**Metal 1**

The bar under the picture is 50 µm long.
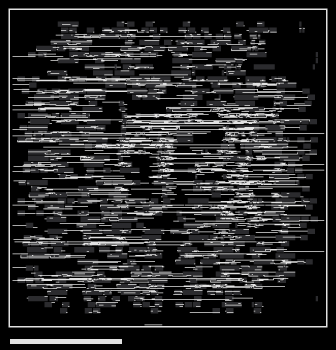
**Metal 2**

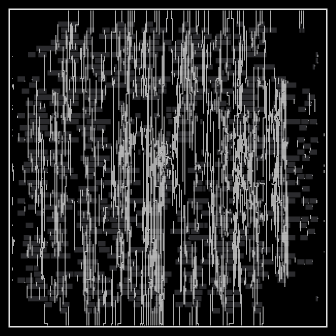
Design cmd_config, sky130hd; sources not shown.
==> results.yml <==
# implementation run metrics
clock_network:
  post_cts.repair.setup_buffers: 0
  clk_pin_slew_ns: 0.06
  cts_sinks: 126
  cts_max_path_buffers: 2
  tritoncts: "built"
  cts-root-buf: "clkbuf_16"
  cts_resized: 0
  cts_hold_buf: 0
logic_synthesis:
  synth-edff-count: 0
  ys_types: 58
  yosys_warnings: 0
  async_flop_share_pct: 100
  synth_flop_count: 126
  ff_type: "dfrtp_1"
  seq_area_frac_synth_pct: 49.9
  synthCells: 484
  synth-cells-yosys: 484
critical_path:
  start_kind: "input pin"
  worstPathArrival_ns: 4.14
  cp_top_family: "simple AND/OR/NAND/NOR gates"
  worstSetupPathType: "in -> reg"
  cp_max_fo: 11
  r2r_cells: 6
  cp_cell_sequence: "clkdlybuf4s50_1, inv_1, ha_1, or3b_1, a211oi_4, nand3_4, nor4_4, mux2_2"
  critPathSlowestCell: "nor4_4"
  cp.depth: 8
job:
  drv_cap: 0
finish:
  diodes: 0
  layout_top_cell: "clkdlybuf4s50_1"
  seq_area_mm2: 0.00318
  drive_gt1_share_pct: 31.3
  fillCellCount: 1588
routing:
  drtPass1Iterations: 4
  top_layer: "met4"
  wl_met3_um: 1320
  initialDrtViolationCount: 300
  met1_length_um: 8040
  via_per_inst: 5.33
  wl_met2_um: 9850
  antenna_left: 0
worst_hold_path:
  hold_depth: 1
status:
  status: "finished, final reports clean"
timing:
  finalCritPeriodShare_pct: 68.5
  worst_slew_pin_slew_ns: 0.972
  slew_violations: 0
  relSlewSlack_pct: 35.2
  setup_ws_ns: 1.86
  fmax_ghz: 0.247
  hold_violations: 0
die:
  die_w_um: 141
  die_height_um: 141
  num_io_pins: 204
  core.rowCount: 48
  core_mm2: 0.0175
  die_area_mm2: 0.0199
global_routing:
  grt.total_usage_pct: 20.2
  grt_pass1_vias: 4996
  antenna_found_initial: 0
  grt_pass1_wl_um: 30200
placement:
  hpwl_um: 13600
  gp_congestion: 0.823
  numPortBuffers: 145
  placed_cells: 830
pwr:
  p_leak_nw: 3.67
  power.share.clock_pct: 46.0
  p_int_w: 0.00174
  ir_drop_mv: 0.201
About 'metal 1':
longest straight run	63.5 µm
wire length on this layer	8,040 µm
drt total wl: 19,400 µm
routed via count: 4,589
GRT met1 Usage: 25.8%

About 'metal 2':
wire length on this layer	9,850 µm
main direction	vertical
nets with wire on the layer	615
longest straight run	75.1 µm
share of all routed wire	51%
GR Layer Usage met2: 34.1%

power by group through the flow:
| stage | Combinational, W | Clock, W | Sequential, W |
|---|---|---|---|
| 2_1_floorplan | 0.000137 | 0 | 0.00104 |
| 3_3_place_gp | 0.000360 | 0 | 0.000937 |
| 3_5_place_dp | 0.000364 | 0 | 0.000939 |
| 4_1_cts | 0.000364 | 0.00112 | 0.000925 |
| 5_1_grt | 0.000384 | 0.00115 | 0.000929 |
| 6_report | 0.000361 | 0.00109 | 0.000924 |
synthesized netlist by cell type (4+ instances only):
master    count  area share [%]
clkbuf_1     16            0.94
buf_4        10             1.2
a21oi_1      12            0.94
buf_1         4            0.24
nor2_1       18             1.1
ha_1          6             1.2
and2_1        5            0.49
nor3_1        5            0.39
mux2_2      111              20
nor2b_1       4            0.39
a21boi_0     13             1.5
buf_2         6            0.47
or3_1         5            0.49
dfrtp_1     105              41
nand4_1       8            0.79
mux2i_1      14             2.2
dfstp_2      21             8.7
o31ai_1       5            0.59
nor4_4        6             2.0
and3_1        4            0.39
a31oi_1       5            0.49
nand2_1      14            0.82
nor2_2        6            0.59
o21ai_0       7            0.55
mux4_2       16             5.7
inv_1         9            0.53
metrics by stage:
step                total power (W)  instance area [µm²]  hold slack, ns
detailed placement          0.00130                 7990           0.298
global route                0.00246                 8590           0.346
floorplan                   0.00118                 6400           0.269
finish                      0.00238                 8590           0.307
global placement            0.00130                 7990           0.289
CTS                         0.00241                 8590           0.318
logic make-up (layout without fill, tap and decap cells):
logic type                 count (synthesis)  after routing  share of synthesized area (%)
other                                      1              9                         0.0589
muxes                                    144            144                           28.0
adders and majority gates                  6              6                           1.18
and+or+nand+nor                           92             92                           9.68
AOI/OAI and AO/OA                         68             68                           7.54
buffers and inverters                     45            189                           3.36
DFF                                      126            126                           49.9
xor gates and xnor gates                   2              2                          0.275
per-layer routing:
layer / vias to the layer above / GRT usage, %
met5: - / 0
met4: 0 / 5.97
met3: 11 / 5.16
met2: 146 / 34.1
met1: 2369 / 25.8
li1: 2063 / -
worst register-to-register path, delay by kind of cell, from the launching register on:
kind	cells	cell delay, ns
flops	1	0.37
compound gates	1	0.32
mux	1	0.42
simple gates	3	1.46
buf+inv	1	0.36
final cells by class:
type | count | share of cell area, %
clock buffers | 24 | 5.49
repair buffers | 149 | 17.2
flip-flops and latches | 126 | 37.0
multi-input cells | 321 | 35.1
well taps | 225 | 3.28
clock inverters | 7 | 1.57
inverters | 9 | 0.422
Power and IR drop assume default switching activity.
